`config.mk`:
```
export PLATFORM = sky130hd
export DESIGN_NAME = dbus_test_monitor_flat
export DESIGN_NICKNAME = d
export VERILOG_FILES = /design/src/rtl/dbus_test_monitor_if.sv /design/src/rtl/dbus_test_monitor.sv /design/src/flat_wrapper.sv
export SDC_FILE = /design/constraint.sdc
export NUM_CORES = 1
export LEC_CHECK = 0
export CAP_MARGIN = 20
export CORE_UTILIZATION = 35
export DETAILED_ROUTE_END_ITERATION = 7
export PLACE_DENSITY = 0.62
export REMOVE_ABC_BUFFERS = 1
export SLEW_MARGIN = 20
export SYNTH_ARGS = -nofsm -noshare
export SYNTH_HDL_FRONTEND = slang
export SYNTH_SLANG_ARGS = --single-unit
```
`constraint.sdc`:
```
create_clock -name clk -period 16.53 [get_ports clk]
set_input_delay 4.959 -clock clk [delete_from_list [all_inputs] [get_ports clk]]
set_output_delay 4.959 -clock clk [all_outputs]
set_load 0.03 [all_outputs]
```
`src/rtl/dbus_test_monitor_if.sv`:
```
// dbus_test_monitor_if
//   Groups the snooped data-bus write channel and the log drain port of
//   dbus_test_monitor.
//   slave  : the monitor. It sees the bus write, drives the log head and
//            receives log_ready_i.
//   master : the environment. It drives the bus write and the consumer ready,
//            and sees the log head.
//   ADDR_W and DATA_W must match the parameters of the monitor instance.
interface dbus_test_monitor_if #(
    parameter int ADDR_W = 32,
    parameter int DATA_W = 32
);
    logic              bus_we_i;
    logic [ADDR_W-1:0] bus_addr_i;
    logic [DATA_W-1:0] bus_wdata_i;
    logic              log_valid_o;
    logic              log_tag_o;
    logic [DATA_W-1:0] log_data_o;
    logic              log_ready_i;

    modport master (
        output bus_we_i, bus_addr_i, bus_wdata_i, log_ready_i,
        input  log_valid_o, log_tag_o, log_data_o
    );

    modport slave (
        input  bus_we_i, bus_addr_i, bus_wdata_i, log_ready_i,
        output log_valid_o, log_tag_o, log_data_o
    );
endinterface

```
`src/rtl/dbus_test_monitor.sv`:
```
// dbus_test_monitor
//   Snoops the core data-bus write channel. Signature and console writes are
//   queued into a tagged show-ahead FIFO. The FIFO is drained over a
//   valid/ready port. A halt write latches the exit code. An optional cycle
//   limit ends the run. Once the FIFO has drained, the block reports
//   done/pass/fail.
// Ports:
//   clk, reset      single clock, synchronous active-high reset
//   max_cycles_i    timeout limit (0 = no timeout)
//   bus             dbus_test_monitor_if.slave: bus write in, log head out
//   done_o          run finished and log drained (sticky)
//   pass_o          !timeout & !overflow & exit_code==0, qualified by done_o
//   timeout_o       the cycle limit ended the run (sticky)
//   overflow_o      at least one log push was dropped (sticky)
//   exit_code_o     data latched from the halt write
//   cycle_count_o   cycles spent in RUN (saturating)
module dbus_test_monitor #(
    parameter int                ADDR_W     = 32,
    parameter int                DATA_W     = 32,
    parameter logic [ADDR_W-1:0] SIG_ADDR   = 32'h001FFE68,
    parameter logic [ADDR_W-1:0] HALT_ADDR  = 32'h001FFE6C,
    parameter logic [ADDR_W-1:0] CON_ADDR   = 32'h001FFE70,
    parameter int                FIFO_DEPTH = 16,
    parameter int                CYC_W      = 32
) (
    input  logic                 clk,
    input  logic                 reset,
    input  logic [CYC_W-1:0]     max_cycles_i,
    dbus_test_monitor_if.slave   bus,
    output logic                 done_o,
    output logic                 pass_o,
    output logic                 timeout_o,
    output logic                 overflow_o,
    output logic [DATA_W-1:0]    exit_code_o,
    output logic [CYC_W-1:0]     cycle_count_o
);

    localparam int AW = $clog2(FIFO_DEPTH);

    typedef enum logic [1:0] {
        S_RUN   = 2'd0,
        S_DRAIN = 2'd1,
        S_DONE  = 2'd2
    } state_t;

    state_t state_q, state_d;

    // Each FIFO entry holds {tag, data}. Pointers carry one extra wrap bit,
    // which tells a full FIFO apart from an empty one.
    logic [DATA_W:0]   mem [FIFO_DEPTH];
    logic [AW:0]       wptr_q, rptr_q;
    logic [CYC_W-1:0]  cyc_q;
    logic              timeout_q, overflow_q;
    logic [DATA_W-1:0] exit_q;

    logic              fifo_empty, fifo_full, pop;
    logic              hit_sig, hit_con, hit_halt, tmo_hit;
    logic              push_req, push_ok;
    logic [DATA_W:0]   push_word;
    logic [DATA_W-1:0] con_data;
    logic              halt_take, tmo_take, cnt_inc;
    logic [DATA_W:0]   head;

    assign fifo_empty = (wptr_q == rptr_q);
    assign fifo_full  = (wptr_q[AW] != rptr_q[AW]) &&
                        (wptr_q[AW-1:0] == rptr_q[AW-1:0]);
    assign pop        = !fifo_empty && bus.log_ready_i;

    assign hit_sig  = bus.bus_we_i && (bus.bus_addr_i == SIG_ADDR);
    assign hit_con  = bus.bus_we_i && (bus.bus_addr_i == CON_ADDR);
    assign hit_halt = bus.bus_we_i && (bus.bus_addr_i == HALT_ADDR);
    assign tmo_hit  = (max_cycles_i != '0) && (cyc_q == max_cycles_i);

    // A console entry carries only the low byte, zero-extended.
    always_comb begin
        con_data      = '0;
        con_data[7:0] = bus.bus_wdata_i[7:0];
    end

    // Next state and per-cycle actions. The halt is checked before the
    // timeout, so a halt in the timeout cycle wins.
    always_comb begin
        state_d   = state_q;
        push_req  = 1'b0;
        push_word = '0;
        halt_take = 1'b0;
        tmo_take  = 1'b0;
        cnt_inc   = 1'b0;
        case (state_q)
            S_RUN: begin
                if (hit_halt) begin
                    halt_take = 1'b1;
                    cnt_inc   = 1'b1;
                    state_d   = S_DRAIN;
                end else if (tmo_hit) begin
                    // Hold the counter so that it reads exactly the limit.
                    tmo_take = 1'b1;
                    state_d  = S_DRAIN;
                end else begin
                    cnt_inc = 1'b1;
                    if (hit_sig) begin
                        push_req  = 1'b1;
                        push_word = {1'b0, bus.bus_wdata_i};
                    end else if (hit_con) begin
                        push_req  = 1'b1;
                        push_word = {1'b1, con_data};
                    end
                end
            end
            S_DRAIN: begin
                if (fifo_empty) state_d = S_DONE;
            end
            S_DONE:  state_d = S_DONE;
            default: state_d = S_RUN;
        endcase
    end

    // When the FIFO is full, a pop in the same cycle frees the slot that the
    // push is about to take.
    assign push_ok = push_req && (!fifo_full || pop);

    always_ff @(posedge clk) begin
        if (reset) begin
            state_q    <= S_RUN;
            wptr_q     <= '0;
            rptr_q     <= '0;
            cyc_q      <= '0;
            timeout_q  <= 1'b0;
            overflow_q <= 1'b0;
            exit_q     <= '0;
        end else begin
            state_q <= state_d;
            if (push_ok)                    wptr_q     <= wptr_q + 1'b1;
            if (pop)                        rptr_q     <= rptr_q + 1'b1;
            if (push_req && !push_ok)       overflow_q <= 1'b1;
            if (cnt_inc && (cyc_q != '1))   cyc_q      <= cyc_q + 1'b1;
            if (tmo_take)                   timeout_q  <= 1'b1;
            if (halt_take)                  exit_q     <= bus.bus_wdata_i;
        end
    end

    // Storage has no reset: the pointers decide what is valid.
    always_ff @(posedge clk) begin
        if (push_ok) mem[wptr_q[AW-1:0]] <= push_word;
    end

    // The head is forced to zero while the FIFO is empty, so that stale
    // storage never appears on the port (including just after reset).
    assign head            = mem[rptr_q[AW-1:0]];
    assign bus.log_valid_o = !fifo_empty;
    assign bus.log_tag_o   = !fifo_empty && head[DATA_W];
    assign bus.log_data_o  = fifo_empty ? '0 : head[DATA_W-1:0];

    assign done_o        = (state_q == S_DONE);
    assign pass_o        = done_o && !timeout_q && !overflow_q && (exit_q == '0);
    assign timeout_o     = timeout_q;
    assign overflow_o    = overflow_q;
    assign exit_code_o   = exit_q;
    assign cycle_count_o = cyc_q;

endmodule

```
`src/flat_wrapper.sv`:
```
// flat-port wrapper written by rule: the top's interface ports become plain ports
module dbus_test_monitor_flat 
#(
    parameter int                ADDR_W     = 32,
    parameter int                DATA_W     = 32,
    parameter logic [ADDR_W-1:0] SIG_ADDR   = 32'h001FFE68,
    parameter logic [ADDR_W-1:0] HALT_ADDR  = 32'h001FFE6C,
    parameter logic [ADDR_W-1:0] CON_ADDR   = 32'h001FFE70,
    parameter int                FIFO_DEPTH = 16,
    parameter int                CYC_W      = 32
)
  (clk, reset, max_cycles_i, done_o, pass_o, timeout_o, overflow_o, exit_code_o, cycle_count_o, bus_bus_we_i, bus_bus_addr_i, bus_bus_wdata_i, bus_log_ready_i, bus_log_valid_o, bus_log_tag_o, bus_log_data_o);
  dbus_test_monitor_if #(.ADDR_W(ADDR_W), .DATA_W(DATA_W)) bus_i ();
  input  logic clk;
  input  logic reset;
  input  logic [CYC_W-1:0] max_cycles_i;
  output logic done_o;
  output logic pass_o;
  output logic timeout_o;
  output logic overflow_o;
  output logic [DATA_W-1:0] exit_code_o;
  output logic [CYC_W-1:0] cycle_count_o;
  input wire logic [$bits(bus_i.bus_we_i)-1:0] bus_bus_we_i;
  input wire logic [$bits(bus_i.bus_addr_i)-1:0] bus_bus_addr_i;
  input wire logic [$bits(bus_i.bus_wdata_i)-1:0] bus_bus_wdata_i;
  input wire logic [$bits(bus_i.log_ready_i)-1:0] bus_log_ready_i;
  output wire logic [$bits(bus_i.log_valid_o)-1:0] bus_log_valid_o;
  output wire logic [$bits(bus_i.log_tag_o)-1:0] bus_log_tag_o;
  output wire logic [$bits(bus_i.log_data_o)-1:0] bus_log_data_o;
  assign bus_i.bus_we_i = bus_bus_we_i;
  assign bus_i.bus_addr_i = bus_bus_addr_i;
  assign bus_i.bus_wdata_i = bus_bus_wdata_i;
  assign bus_i.log_ready_i = bus_log_ready_i;
  assign bus_log_valid_o = bus_i.log_valid_o;
  assign bus_log_tag_o = bus_i.log_tag_o;
  assign bus_log_data_o = bus_i.log_data_o;
  dbus_test_monitor #(.ADDR_W(ADDR_W), .DATA_W(DATA_W), .SIG_ADDR(SIG_ADDR), .HALT_ADDR(HALT_ADDR), .CON_ADDR(CON_ADDR), .FIFO_DEPTH(FIFO_DEPTH), .CYC_W(CYC_W)) u_core (.clk(clk), .reset(reset), .max_cycles_i(max_cycles_i), .bus(bus_i), .done_o(done_o), .pass_o(pass_o), .timeout_o(timeout_o), .overflow_o(overflow_o), .exit_code_o(exit_code_o), .cycle_count_o(cycle_count_o));
endmodule
```
==> results.txt, run 1 <==
Status - complete, no violations
Synth warn - 0
Worst-margin pin slew - 1.05 ns
Worst r2r src - u_core.state_q[0]$_SDFFE_PP0P_
Seq cells post-synth - 610
Seq share, synth - 0.711
Post-DRT Antenna Nets - 0
IO Pins - 202
Top post-synthesis cells by count - edfxtp_1, mux4_2, nand2_1
Peak supply drop - 0.0738 mV
CTS root buf - clkbuf_16
DP Area - 0.0278 mm2
Final setup margin - 7.43 ns
RR Endpoint - u_core.mem[6][19]$_DFFE_PP_
Final Critical Period - 9.10 ns
Hold Path End - u_core.exit_code_o[18]$_SDFFE_PP0P_
Flop2flop setup slack - 12.70 ns
Detailed Route Iter0 Violations - 1,069
Log Warnings - 31
Core Region - 0.0691 mm2
Pre-CTS setup slack - 7.23 ns
Die area - 0.0714 mm2
Number of enable flip-flop cells - 528
Required @ worst endpoint - 11.57 ns
Max-Cap Viols - 0
Cells after Synth - 1,424
CTS tree - done
Rows - 96
Global-route wire length before repair - 88,400 um
Yosys stat area - 0.0246 mm2
Kind of critical path - flop to output port
I/O Buffers - 201
Crit path cell chain - buf_4 -> mux4_2 -> mux2i_1 -> a211oi_1 -> clkdlybuf4s50_1
Setup crit start kind - flop
Placer Congestion - 0.878
Sum Neg Setup Slack - 0 ns
run 1: cells in the final DEF (no fill, tap or decap), types with 7 or more instances in the layout:
cell and count:
nor4_1 17, a31o_2 7, or3_1 8, a21oi_1 56
nor2_4 12, buf_4 19, nor2b_1 42, o21ai_0 10
edfxtp_1 528, dfxtp_1 78, or4_1 7, ha_1 9
clkbuf_1 9, mux2_2 7, a211oi_1 69, clkdlybuf4s50_1 200
nand2b_1 9, nor2_1 41, nand4_1 25, mux2i_1 35
xnor2_1 41, inv_1 10, mux4_2 132, nand2_1 86
nand3_1 16, and2_1 33, bufinv_16 9, clkbuf_16 60
clkinv_2 10
run 1: report_power, final:
part / switching, mW / leakage (nW) / internal [mW]
logic: 0.0436 / 2.58 / 0.0394
clock network: 0.569 / 0.966 / 0.813
registers: 0.00559 / 6.81 / 1.65
run 1: sequential cells by signal (all words and copies together), names as in the netlist, named ones only:
signal,count
u_core.cycle_count_o,32
u_core.exit_code_o,32
u_core.mem,528
u_core.overflow_o,1
u_core.rptr_q,5
u_core.state_q,2
u_core.timeout_o,1
u_core.wptr_q,5
run 1: how the worst max path moves through the flow:
stage                       startpoint                          end  slack (ns)
floorplan                         flop            bus_log_data_o[0]        4.40
detailed placement  bus_bus_addr_i[20]  u_core.mem[4][11]$_DFFE_PP_        7.23
global route                      flop           bus_log_data_o[21]        7.19
CTS                               flop           bus_log_data_o[21]        7.24
finish                            flop           bus_log_data_o[18]        7.43
global placement    bus_bus_addr_i[20]  u_core.mem[4][11]$_DFFE_PP_        7.34
run 1: worst max-delay path, delay by kind of cell (launching register included):
| kind | cells | cell delay [ns] |
|---|---|---|
| buffers and inverters | 2 | 1.64 |
| muxes | 2 | 0.49 |
| DFF | 1 | 0.83 |
| AOI/OAI and AO/OA | 1 | 0.44 |
run 1: kinds of logic (layout without fill, tap and decap cells):
kind of cell	count (synthesis)	count (layout)	share of synthesized area
buf+inv	92	341	0.0148
simple gates	336	336	0.0724
xor+xnor	47	47	0.0167
mux	175	175	0.139
fa+ha+maj	9	9	0.00457
compound gates	155	155	0.0422
other cells	0	2	0
flops	610	610	0.711
run 1: metrics by stage:
step,power [mW],util
global route,3.21,0.433
detailed placement,1.77,0.402
floorplan,1.72,-
finish,3.12,0.433
global placement,1.77,0.402
CTS,3.15,0.431
run 1: metal layers:
layer / global-route usage / up-vias / part of all wire
met1: 0.220 / 6987 / 0.42
met2: 0.272 / 507 / 0.47
met5: 0 / - / 0.00042
li1: - / 6072 / -
met4: 0.0514 / 4 / 0.022
met3: 0.0423 / 84 / 0.083
run 1: layout make-up:
cell class,instances,area [um2],share of cell area
Sequential cell,610,17500,0.586
Multi-Input combinational cell,722,6900,0.231
Timing Repair Buffer,225,2290,0.0767
Clock buffer,71,1560,0.0523
Tap cell,931,1160,0.0390
Clock inverter,34,427,0.0143
Inverter,11,41.3,0.00138
Antenna cell,2,5.00,0.000167
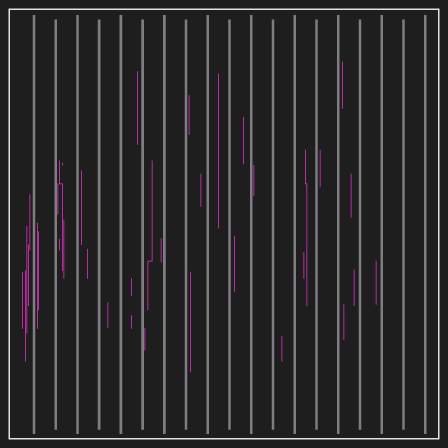
Fig. 1. Signal wires on met4 (run 1).
Supply wires on this layer in grey.
longest straight run: 96.6 um
nets with wire on the layer: 20
main direction: vertical
wire length on this layer: 1,320 um
vias: 13,700
DRT Wirelength: 59,600 um

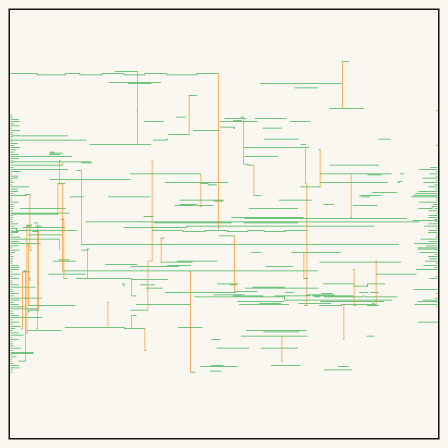
Fig. 2. Routed metal, one colour a layer (run 1).
Two of the layers only.
legend:
  met3:
    colour: green
    wire_length: 4,940 um
  met4:
    colour: orange
    wire_length: 1,320 um
Total GRT Usage: 0.167
Wirelength per Cell: 22.9 um

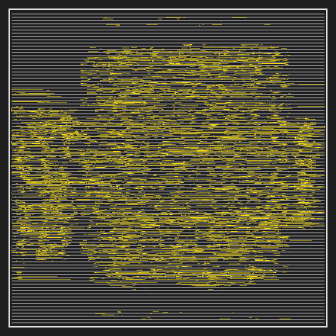
Fig. 3. M1 wires (run 1).
Supply wires on this layer in grey.
nets with wire on the layer: 1,571
main direction: horizontal

==> inputs of run 2 (changes only) <==
==> constraint.sdc (replaced) <==
create_clock -name clk -period 9.5 [get_ports clk]
set_input_delay 2.85 -clock clk [delete_from_list [all_inputs] [get_ports clk]]
set_output_delay 2.85 -clock clk [all_outputs]
set_load 0.03 [all_outputs]
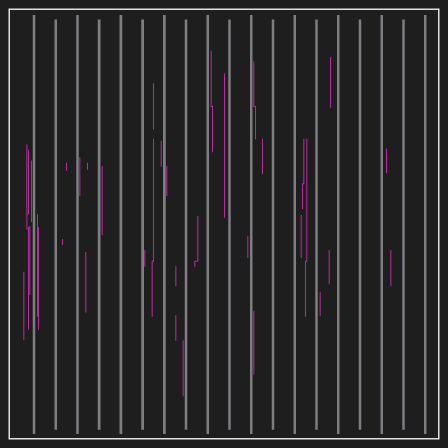
Fig. 4. Signal wires on met4 (run 2).
Supply wires on this layer in grey.
nets with wire on the layer: 17
share of all routed wire: 2.3%
longest straight run: 89.8 um
wire length on this layer: 1,370 um
main direction: vertical

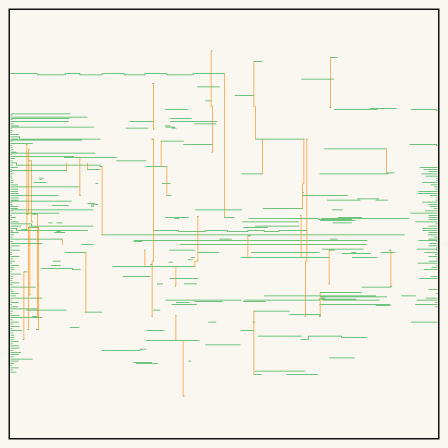
Fig. 5. Routed metal, one colour a layer (run 2).
Two of the layers only.
legend:
  met4:
    colour: orange
    wire_length: 1,370 um
  met3:
    colour: green
    wire_length: 4,400 um

==> run 2 against run 1 <==
Core utilization is 0.098 points higher. Cell count rose by 0.31%. Count of clock-buffer cells in the layout grew 4. Worst hold slack about the same. Setup slack worse by 4.8 ns. Final area increased by 0.23%. Non-clock buffer count up 1. Synthesized cell count unchanged. Critical endpoint is now bus_log_data_o[16].
==> results.txt, run 2 <==
Cell depth of the worst flop-to-flop path - 7
Worst r2r src - u_core.wptr_q[2]$_SDFFE_PP0P_
Internal Power - 4.40 mW (+76%)
Total power - 5.49 mW (+76%)
Max reg flops - 528 (unchanged)
Endpoints failing hold - 0
CTS tree - done
Post-Syn Area per Cell - 17.3 um2
Final setup margin - 2.62 ns (-4.82 ns)
Cells after Synth - 1,424 (unchanged)
Rows - 96 (unchanged)
IO Pins - 202 (unchanged)
P_sw - 1.09 mW (+77%)
Number of enable flip-flop cells - 528 (unchanged)
Most numerous logic cells after layout - edfxtp_1, clkdlybuf4s50_1, mux4_2
Kind of critical path - flop to output port
# Cells Yosys - 1,424
Wirelength per Cell - 22.8 um (-0.38%)
Largest cells by area - edfxtp_1, mux4_2, dfxtp_1
H-Tree Depth - 2
Sequential Power Share - 0.524 (-0.007)
Cell Type Count - 50
Sw Ratio - 0.199 (+0.000893)
Yosys stat area - 0.0246 mm2 (unchanged)
Required @ worst endpoint - 6.65 ns (-4.92 ns)
Unrepaired setup endpoints after global routing - no
Largest net degree at the start of global routing - 97
Seq share, synth - 0.711 (unchanged)
Slew Limit Fails - 0
Most numerous cell in the Yosys netlist - edfxtp_1
Detailed Route Iter0 Violations - 1,083 (+1.3%)
Most frequent logic cell in the layout - edfxtp_1
Synth warn - 0 (unchanged)
Die Wd - 267 um
Gr ovfl total - 0
Placer Congestion - 0.843 (-4.0%)
Seq cells post-synth - 610 (unchanged)
Total GRT Usage - 0.167 (-0.000656)
Log Warnings - 30 (-3.2%)
Top post-synthesis cells by count - edfxtp_1, mux4_2, nand2_1
RR Endpoint - u_core.mem[6][26]$_DFFE_PP_
Post-DRT Antenna Nets - 0 (unchanged)
Clock group share of total power - 0.449 (+0.006)
Die area - 0.0714 mm2 (unchanged)
Global-route wire length before repair - 88,200 um (-0.23%)
Asr flop ratio synth - 0
Hold Path End - u_core.exit_code_o[8]$_SDFFE_PP0P_
Final Critical Period - 6.88 ns
Core Region - 0.0691 mm2 (unchanged)
Post-CTS setup buffers - 0
Peak supply drop - 0.161 mV (+120%)
I/O Buffers - 201 (unchanged)
Pre-CTS setup slack - 2.31 ns (-4.92 ns)
DRT Wirelength - 59,600 um (about the same)
Vias - 13,800 (+1.0%)
Worst-margin pin slew - 1.07 ns (+0.0123 ns)
Max-Cap Viols - 0 (unchanged)
Setup crit start kind - flop
CTS root buf - clkbuf_16
Logic pwr share - 0.026 (about the same)
Status - complete, no violations
Layout area overhead - 21.7%
Flop2flop setup slack - 5.48 ns (-7.22 ns)
## run 2: cell count changes in the layout (fill, tap and decap cells not counted), moves of 2 or more
cell,delta
clkinv_2,+3
clkbuf_16,+2
clkinv_1,+4
clkinvlp_4,-2
## run 2: metrics by stage
step,TNS (ns),cells,util,area (um2),hold slack [ns]
2_1_floorplan,-17.36,1343,-,24300,0.482
3_3_place_gp,0,2496,0.402,27800,0.454
3_5_place_dp,0,2497,0.403,27800,0.466
4_1_cts,0,2610,0.433,29900,0.473
5_1_grt,0,2613,0.434,30000,0.490
6_report,0,2614,0.434,30000,0.471
## run 2: layout make-up
cell class	count	area, um2
sequential	610	17500
timing repair buffer	226	2290
multi-input combinational	722	6890
clock buffer	75	1630
antenna	1	2.50
inverter	11	41.3
tap	931	1160
clock inverter	38	438
fill	6026	39100
## run 2: power by group through the flow
| stage | clock network [mW] | logic, mW | registers [mW] |
|---|---|---|---|
| finish | 2.47 | 0.145 | 2.88 |
| global route | 2.62 | 0.154 | 2.88 |
| CTS | 2.52 | 0.144 | 2.88 |
| detailed placement | 0 | 0.143 | 2.94 |
| global placement | 0 | 0.141 | 2.94 |
| floorplan | 0 | 0.0493 | 2.95 |
## run 2: layer usage
metal	share of wire	global-route usage	up-vias
met4	0.023	0.0506	4
met3	0.074	0.0383	83
met5	0.00040	0	-
met2	0.47	0.266	468
li1	-	-	6098
met1	0.43	0.226	7138
## run 2: how the worst max path moves through the flow
stage	from	end	slack [ns]	cells past startpoint
4_1_cts	flop	bus_log_data_o[16]	2.45	6
6_report	flop	bus_log_data_o[16]	2.62	6
3_3_place_gp	bus_bus_addr_i[20]	u_core.mem[5][11]$_DFFE_PP_	2.35	7
2_1_floorplan	flop	bus_log_data_o[0]	-0.53	4
3_5_place_dp	bus_bus_addr_i[20]	u_core.mem[6][23]$_DFFE_PP_	2.31	8
5_1_grt	flop	bus_log_data_o[28]	2.28	6
## run 2: kinds of logic (layout without fill, tap and decap cells)
logic type | after synthesis | count (layout) | synth area share
compound gates | 155 | 155 | 0.0422
xor+xnor | 47 | 47 | 0.0167
fa+ha+maj | 9 | 9 | 0.00457
buf+inv | 92 | 350 | 0.0148
flops | 610 | 610 | 0.711
mux | 175 | 175 | 0.139
other cells | 0 | 1 | 0
simple gates | 336 | 336 | 0.0724
## run 2: critical path, stage by stage (launching register included)
cell and delay, ns:
dfxtp_4 0.99, buf_4 0.59, mux4_2 0.57, nor2b_1 0.14
a211oi_1 0.27, a211oi_1 0.11, clkdlybuf4s50_1 0.66
==> inputs of run 3 (changes only) <==
==> constraint.sdc (replaced) <==
create_clock -name clk -period 6.9 [get_ports clk]
set_input_delay 2.07 -clock clk [delete_from_list [all_inputs] [get_ports clk]]
set_output_delay 2.07 -clock clk [all_outputs]
set_load 0.03 [all_outputs]
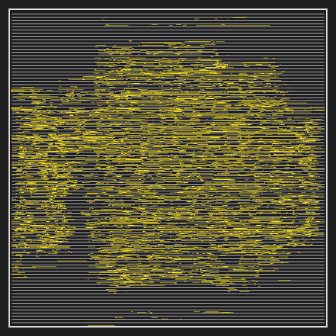
Fig. 6. M1 wires (run 3).
Supply wires on this layer in grey.
longest straight run: 124 um
nets with wire on the layer: 1,589
main direction: horizontal
vias: 14,000
DRT Wirelength: 61,900 um

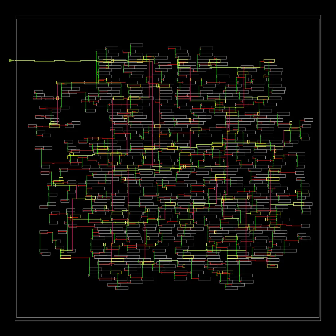
Fig. 7. Clock nets (run 3).
Late-Pin Clk Latency: 0.62 ns
total CTS buffers: 60
Final Skew: 0.0199 ns
P_clk: 3.25 mW
CTS Sinks: 610

==> run 3 against run 2 <==
Clock power increased by 32%. Worst hold slack got worse by 0.0015 ns. Count of clock-buffer cells in the layout decreased by 5. Clock skew increased by 0.0055 ns. Register-to-register slack got worse by 2.0 ns. Cell count increased by 0.27%. Via count increased by 1.3%. Non-clock buffer count increased by 10. Global-route usage increased by 0.68 points. Setup slack got worse by 1.6 ns. Sequential cell count unchanged. Critical endpoint is now bus_log_data_o[13]. Highest routed layer unchanged.
==> results.txt, run 3 <==
Synth warn - 0 (unchanged)
Most numerous logic cells after layout - edfxtp_1, clkdlybuf4s50_1, mux4_2
Die Wd - 267 um (unchanged)
H-Tree Depth - 2 (unchanged)
Placer Congestion - 0.893 (+6.0%)
IO Pins - 202 (unchanged)
Wirelength per Cell - 23.6 um (+3.6%)
Unrepaired setup endpoints after global routing - no
Die area - 0.0714 mm2 (unchanged)
Status - complete, no violations
Max-Cap Viols - 0 (unchanged)
Flop2flop setup slack - 3.53 ns (-1.95 ns)
Yosys stat area - 0.0246 mm2 (unchanged)
Seq cells post-synth - 610 (unchanged)
Asr flop ratio synth - 0 (unchanged)
DR top layer - met5
Final Critical Period - 5.90 ns
Met3 WL - 4330 um (-1.4%)
Rows - 96 (unchanged)
Total GRT Usage - 0.174 (+0.00677)
FF/Latch Area - 0.0175 mm2 (unchanged)
Hold Path End - u_core.exit_code_o[17]$_SDFFE_PP0P_
Seq share, synth - 0.711 (unchanged)
Final setup margin - 1.00 ns (-1.61 ns)
Cells after Synth - 1,424 (unchanged)
Log Warnings - 30 (unchanged)
Number of enable flip-flop cells - 528 (unchanged)
I/O Buffers - 201 (unchanged)
M1 WL - 26,800 um (+4.5%)
Post-CTS setup buffers - 0 (unchanged)
Max reg flops - 528 (unchanged)
Cell Type Count - 50 (unchanged)
Endpoints failing hold - 0 (unchanged)
RR Endpoint - u_core.mem[11][27]$_DFFE_PP_
Top post-synthesis cells by count - edfxtp_1, mux4_2, nand2_1
Worst r2r src - u_core.state_q[0]$_SDFFE_PP0P_
Largest cells by area - edfxtp_1, mux4_2, dfxtp_1
Required @ worst endpoint - 4.83 ns (-1.82 ns)
Pre-CTS setup slack - 0.996 ns (-1.31 ns)
Detailed Route Iter0 Violations - 1,118 (+3.2%)
Most frequent logic cell in the layout - edfxtp_1
Layout area overhead - 21.6%
Most numerous cell in the Yosys netlist - edfxtp_1
-- run 3: report_power, final --
group | total [mW] | leakage, nW | internal (mW) | switching (mW)
Combinational | 0.201 | 2.63 | 0.0943 | 0.106
Clock | 3.25 | 0.961 | 1.87 | 1.38
Sequential | 3.97 | 6.81 | 3.95 | 0.0141
-- run 3: area by class of cell --
class,instances,share of cell area
diodes,1,0.0000836
clock buffers,70,0.0531
clock inverters,40,0.0120
inverters,11,0.00138
multi-input cells,722,0.230
flip-flops and latches,610,0.585
well taps,931,0.0389
repair buffers,236,0.0792
-- run 3: how the worst max path moves through the flow --
stage                     cells past startpoint                            to  slack [ns]
after floorplan                               4             bus_log_data_o[0]       -2.35
after global placement                        9  u_core.mem[11][30]$_DFFE_PP_        1.05
after detailed placement                      9  u_core.mem[11][27]$_DFFE_PP_         1.0
after CTS                                     6            bus_log_data_o[13]        0.94
after global routing                          6            bus_log_data_o[13]        0.81
final                                         6            bus_log_data_o[13]        1.00
-- run 3: layer usage --
layer | GRT usage | vias to the layer above
li1 | - | 6104
met1 | 0.234 | 7253
met2 | 0.280 | 508
met3 | 0.0373 | 98
met4 | 0.0531 | 4
met5 | 0 | -
-- run 3: cell families (layout without fill, tap and decap cells) --
kind of cell / Yosys count / in the layout / share of synthesized area
flip-flops: 610 / 610 / 0.711
multiplexers: 175 / 175 / 0.139
XOR/XNOR: 47 / 47 / 0.0167
adder cells (fa/ha/maj): 9 / 9 / 0.00457
buffers and inverters: 92 / 357 / 0.0148
AND-OR/OR-AND: 155 / 155 / 0.0422
AND/OR/NAND/NOR: 336 / 336 / 0.0724
other: 0 / 1 / 0
-- run 3: worst max-delay path: stages, from the launching register on --
cell	delay (ns)
dfxtp_4	0.83
buf_12	0.35
mux4_2	0.53
nor2b_1	0.14
a211oi_1	0.50
a211oi_1	0.13
clkdlybuf4s50_1	0.65
-- run 3: stage by stage --
| step | hold slack, ns | power, mW | utilization | instance area [um2] | instances |
|---|---|---|---|---|---|
| after floorplan | 0.482 | 4.12 | - | 24300 | 1343 |
| after global placement | 0.461 | 4.24 | 0.405 | 28000 | 2510 |
| after detailed placement | 0.464 | 4.24 | 0.405 | 28000 | 2510 |
| after CTS | 0.473 | 7.47 | 0.433 | 29900 | 2620 |
| after global routing | 0.494 | 7.61 | 0.433 | 29900 | 2620 |
| final | 0.470 | 7.41 | 0.433 | 29900 | 2621 |
Power and IR drop assume default switching activity.
